Fig. 1: run 1, drive-strength map
Bar = 20 um.
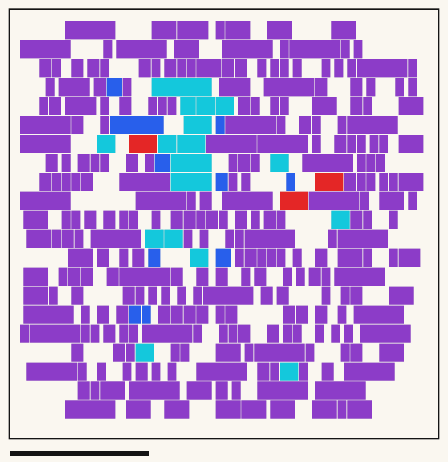
Fig. 2: run 1, sequential cells colored by netlist name
Bar = 20 um. Other sequential cells in the stronger gray, the rest of the logic in the fainter gray.
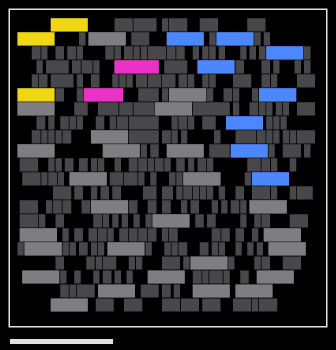
Fig. 3: run 1, layout detail
Window x 31 to 61, y 0 to 30 um. Cells in gray, sequential cells in the stronger gray; small squares are vias.
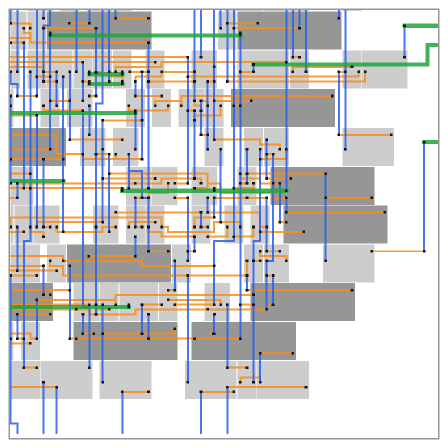
Fig. 4: run 1, clock wires, drivers and flops
Bar = 20 um.
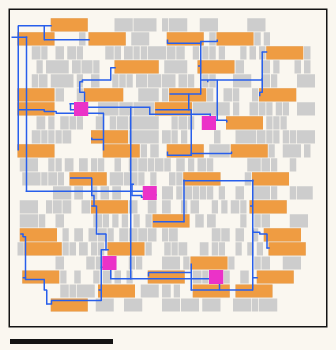
File: config.mk
export PLATFORM = sky130hd
export DESIGN_NAME = serial_add_ctrl
export DESIGN_NICKNAME = d
export VERILOG_FILES = /design/src/rtl/serial_add_ctrl_pkg.sv /design/src/rtl/serial_add_ctrl_full_adder.sv /design/src/rtl/serial_add_ctrl.sv
export SDC_FILE = /design/constraint.sdc
export NUM_CORES = 1
export LEC_CHECK = 0
export ABC_AREA = 1
export CORE_UTILIZATION = 51
export DETAILED_ROUTE_END_ITERATION = 8
export GPL_TIMING_DRIVEN = 0
export HOLD_SLACK_MARGIN = 0.06
export PLACE_DENSITY = 0.77
export SYNTH_ARGS = -nofsm -noshare
export SYNTH_HDL_FRONTEND = slang
export SYNTH_SLANG_ARGS = --single-unit
File: constraint.sdc
create_clock -name clk -period 1.63 [get_ports clk]
set_input_delay 0.163 -clock clk [delete_from_list [all_inputs] [get_ports clk]]
set_output_delay 0.163 -clock clk [all_outputs]
set_load 0.005 [all_outputs]
File: src/rtl/serial_add_ctrl_pkg.sv
// Shared definitions for the bit-serial adder/accumulator controller:
// FSM state encodings and the default datapath width.
package serial_add_ctrl_pkg;

    typedef enum logic [1:0] {
        ST_IDLE = 2'd0,
        ST_RUN  = 2'd1,
        ST_DONE = 2'd2
    } state_t;

    localparam int MAC_WIDTH = 8;

endpackage

File: src/rtl/serial_add_ctrl_full_adder.sv
// One-bit full adder; the single arithmetic slice reused by the serial controller.
module full_adder (
    input  logic a,
    input  logic b,
    input  logic carry_in,
    output logic sum,
    output logic carry_out
);

    assign sum       = a ^ b ^ carry_in;
    assign carry_out = (a & b) | (carry_in & (a ^ b));

endmodule

File: src/rtl/serial_add_ctrl.sv
// Bit-serial adder/accumulator controller: adds two WIDTH-bit operands LSB-first
// over WIDTH cycles through one full_adder, with optional accumulate feedback.
module serial_add_ctrl
    import serial_add_ctrl_pkg::*;
#(
    parameter int WIDTH = MAC_WIDTH
) (
    input  logic             clk,
    input  logic             rst_n,
    input  logic             in_valid,
    output logic             in_ready,
    input  logic [WIDTH-1:0] in_a,
    input  logic [WIDTH-1:0] in_b,
    input  logic             in_acc,
    input  logic             acc_clr,
    output logic             out_valid,
    input  logic             out_ready,
    output logic [WIDTH-1:0] out_sum,
    output logic             out_carry,
    output logic             busy
);

    localparam int CW = (WIDTH > 1) ? $clog2(WIDTH) : 1;
    localparam logic [CW-1:0] LAST_BIT = CW'(WIDTH - 1);

    state_t           state_reg;
    logic [WIDTH-1:0] sa_reg;
    logic [WIDTH-1:0] sb_reg;
    logic [WIDTH-1:0] sr_reg;
    logic [WIDTH-1:0] acc_reg;
    logic             carry_reg;
    logic             out_carry_reg;
    logic [CW-1:0]    cnt_reg;

    logic             fa_sum;
    logic             fa_cout;

    full_adder u_fa (
        .a         (sa_reg[0]),
        .b         (sb_reg[0]),
        .carry_in  (carry_reg),
        .sum       (fa_sum),
        .carry_out (fa_cout)
    );

    always_ff @(posedge clk) begin
        if (!rst_n) begin
            state_reg     <= ST_IDLE;
            sa_reg        <= '0;
            sb_reg        <= '0;
            sr_reg        <= '0;
            acc_reg       <= '0;
            carry_reg     <= 1'b0;
            out_carry_reg <= 1'b0;
            cnt_reg       <= '0;
        end else begin
            case (state_reg)
                ST_IDLE: begin
                    if (acc_clr) begin
                        acc_reg <= '0;
                    end
                    if (in_valid) begin
                        sa_reg    <= in_a;
                        // A same-cycle clear takes priority over the stored accumulator.
                        sb_reg    <= in_acc ? (acc_clr ? '0 : acc_reg) : in_b;
                        carry_reg <= 1'b0;
                        cnt_reg   <= '0;
                        state_reg <= ST_RUN;
                    end
                end
                ST_RUN: begin
                    sa_reg    <= sa_reg >> 1;
                    sb_reg    <= sb_reg >> 1;
                    sr_reg    <= {fa_sum, sr_reg[WIDTH-1:1]};
                    carry_reg <= fa_cout;
                    if (cnt_reg == LAST_BIT) begin
                        acc_reg       <= {fa_sum, sr_reg[WIDTH-1:1]};
                        out_carry_reg <= fa_cout;
                        state_reg     <= ST_DONE;
                    end else begin
                        cnt_reg <= cnt_reg + 1'b1;
                    end
                end
                ST_DONE: begin
                    if (out_ready) begin
                        state_reg <= ST_IDLE;
                    end
                end
                default: state_reg <= ST_IDLE;
            endcase
        end
    end

    assign in_ready  = (state_reg == ST_IDLE);
    assign busy      = (state_reg == ST_RUN);
    assign out_valid = (state_reg == ST_DONE);
    assign out_sum   = sr_reg;
    assign out_carry = out_carry_reg;

endmodule

==> Slide: Implementation Results, run 1 <==
Run Summary

Min path
  • HP Class: in -> reg
  • Hold path depth: 4

Global route
  • Vias in the first global route: between 1,000 and 1,500

Setup path
  • Data arrival, critical path: 1.35 ns
  • CP Max Fanout: 4
  • Levels on crit path: 5
  • CP Cell Sequence: buf_4 -> inv_2 -> nor2_4 -> buf_6 -> dlygate4sd2_1
  • Worst setup path startpoint: state_reg[0]$_SDFFE_PN0P_

Clock tree
  • Hold buffers post-CTS: 0
  • Number of buffers created by CTS: 5
  • CTS clk-pin slew, worst paths: approximately 0.11 ns
  • Clk sinks: 39
  • Post-CTS setup buffer count: 4

Synthesis
  • Aoi share: 12.8%
  • Adder-Cell Fraction of Synth Area: ~2.5%
  • YS warnings: 0
  • Synth Cell Area: 1800 um^2
  • Biggest area cells: dfxtp_1 43%, nand2_1 18%, nand3_1 8.6%, nor2_1 7.3%, a21oi_1 6.7%
  • Synth Flop Type: dfxtp_1

Run status
  • Outcome: finished clean

Floorplan
  • TAP cells: about 46
  • Die Y: 61.4 um

Finish
  • CLK BUF: 7
  • Fraction of area in multi-input gates: 40.5%
  • Number of fill cells in the layout: 327
  • Most numerous logic cells after layout: 87 x nand2_1, 37 x dfxtp_1, 33 x nor2_1

Job
  • Log Warnings: 27

Power and ir drop
  • Comb pwr share: 18.8%
  • Combinational cell power: 351 uW
  • Power Dens Cells: a little over 800 nW/um^2

STA
  • Peak Freq: 661 MHz
  • Post-layout period usage: 92.8%
## Picture notes: Fig. 1
legend:
  purple:
    size: drive 1 or less
    cells: 277
  red:
    size: drive 6 and up
    cells: 3
  blue:
    size: drive 2
    cells: 10
  cyan:
    size: drive 3 to 4
    cells: 17
PnR worst setup slack: 0.118 ns
post-route cell area: 2290 um^2
Non-clock buffers: 48
Area growth syn-to-layout: 27.6%

## Picture notes: Fig. 2
legend:
  magenta:
    signal: state_reg
    flops: 2
  blue:
    signal: sa_reg
    flops: 8
  yellow:
    signal: cnt_reg
    flops: 3
seq pwr: 1.04 mW
Final Core Density: 68.2%
flop share of the area: 34.2%
register area: 786 um^2

## Picture notes: Fig. 3
legend:
  blue:
    layer: met2
  orange:
    layer: met1
  green:
    layer: met3
cells with their middle in the window: 67
most frequent: nand2_1 (19), dfxtp_1 (10)
sequential cells in the window: 10
netlist names of flops here include: acc_reg (4), out_sum (4)

## Picture notes: Fig. 4
legend:
  orange:
    item: flip-flops
    count: 39
  magenta:
    item: cells driving clock nets
    count: 5
  blue:
    item: clock wires
    length: 484 um
flops lie: all over the die
routed clock nets: 6
Clock Skews: 0.00911 ns
clk pwr: 480 uW
clock group share of total power: 25.7%
worst skew pair latency: 0.35 ns

## run 1: stage by stage
step | TNS [ns] | util (%) | instances | hold WS, ns | total power, mW
global placement | -0.154 | 64.7 | 341 | 0.448 | 1.38
detailed placement | -0.212 | 64.7 | 341 | 0.453 | 1.39
global route | 0 | 68.2 | 353 | 0.353 | 1.98
finish | 0 | 68.2 | 353 | 0.334 | 1.87
floorplan | 0 | - | 263 | 0.305 | 1.26
CTS | -0.00624 | 67.7 | 353 | 0.324 | 1.87
## run 1: layer usage
layer | global-route usage, % | routed length (um)
met5 | 0 | 0
met4 | 8.57 | 74
met3 | 6.51 | 259
met1 | 35.6 | 2020
met2 | 36.5 | 1960
--- run 2 (diff from run 1) ---
--- a/config.mk
+++ b/config.mk
@@ -9,7 +9,7 @@
 export CORE_UTILIZATION = 51
 export DETAILED_ROUTE_END_ITERATION = 8
 export GPL_TIMING_DRIVEN = 0
-export HOLD_SLACK_MARGIN = 0.06
+export HOLD_SLACK_MARGIN = 0.03
 export PLACE_DENSITY = 0.77
 export SYNTH_ARGS = -nofsm -noshare
 export SYNTH_HDL_FRONTEND = slang
Fig. 5: run 2, layout detail
Window x 31 to 61, y 0 to 30 um. Cells in gray, sequential cells in the stronger gray; small squares are vias.
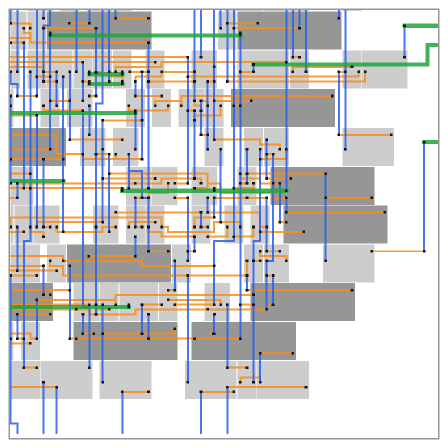
legend:
  blue:
    layer: met2
  green:
    layer: met3
  orange:
    layer: met1
sequential cells in the window: 10
cells with their middle in the window: 67
netlist names of flops here include: acc_reg (4), out_sum (4)
most frequent: nand2_1 (19), dfxtp_1 (10)

==> run 2 against run 1 <==
  * Combinational power hardly changed
  * Clock-buffer cell count stayed put
  * Wire length stayed put
  * Critical path depth stayed put
  * Power stayed put
  * Worst hold slack stayed put
  * Clock skew stayed put
  * Core utilization stayed put
  * Synthesized cell count stayed put
  * Cell count stayed put
  * Sequential share of layout area stayed put
  * Register-to-register slack hardly changed
  * Critical endpoint unchanged
==> Slide: Implementation Results, run 2 <==
Run Summary

Clock tree
  • Clk sinks: 39 (unchanged)
  • Post-CTS setup buffer count: 4 (unchanged)
  • Number of buffers created by CTS: 5 (unchanged)

Finish
  • Most numerous logic cells after layout: 87 x nand2_1, 37 x dfxtp_1, 33 x nor2_1
  • Number of fill cells in the layout: 327 (unchanged)
  • Non-Filler Instances: 353 (unchanged)

Setup path
  • Data arrival, critical path: 1.35 ns (about the same)
  • CP Cell Sequence: buf_4 -> inv_2 -> nor2_4 -> buf_6 -> dlygate4sd2_1
  • CP Max Fanout: 4 (unchanged)

Synthesis
  • YS warnings: 0 (unchanged)
  • Aoi share: 12.8% (unchanged)
  • Adder-Cell Fraction of Synth Area: 2.51% (unchanged)
  • Synth Flop Type: dfxtp_1
  • Synth Cell Area: 1800 um^2 (unchanged)

STA
  • Final setup TNS: 0 ns (unchanged)
  • Final Hold Slack: 0.334 ns (unchanged)
  • Peak Freq: 661 MHz (unchanged)
  • Clock Skews: 0.00911 ns (unchanged)
  • Post-layout period usage: 92.8% (unchanged)

Min path
  • Hold path depth: 4 (unchanged)

Run status
  • Outcome: finished clean

Power and ir drop
  • Power Dens Cells: 815 nW/um^2 (unchanged)
  • Power, Total: 1.87 mW (unchanged)
  • Clk pwr: 480 uW (about the same)
  • Seq pwr: 1.04 mW (about the same)

Job
  • Log Warnings: 27 (unchanged)

Floorplan
  • Die Y: 61.4 um (unchanged)

Place
  • Placed cell count: 341 (unchanged)
==> run 2: cells by family (layout without fill, tap and decap cells) <==
family          Yosys count  in the layout
fa+ha+maj                 3              3
buf+inv                  22             66
simple gates            156            156
compound gates           43             43
flops                    39             39
==> run 2: layer usage <==
layer	routed length, um	vias to the layer above	GRT usage, %
li1	-	939	-
met3	259	7	6.51
met5	0	-	0
met1	2020	797	35.6
met4	74	0	8.57
met2	1960	55	36.5
==> run 2: layout make-up <==
| class | instances | share of cell area, % |
|---|---|---|
| multi-input combinational | 202 | 40.5 |
| sequential | 39 | 34.2 |
| timing repair buffer | 36 | 15.4 |
| buffer | 12 | 3.38 |
| tap | 46 | 2.51 |
| clock buffer | 7 | 1.96 |
| inverter | 10 | 1.74 |
| clock inverter | 1 | 0.218 |
Power figures rest on the tool's default switching activity, not on a simulated workload.
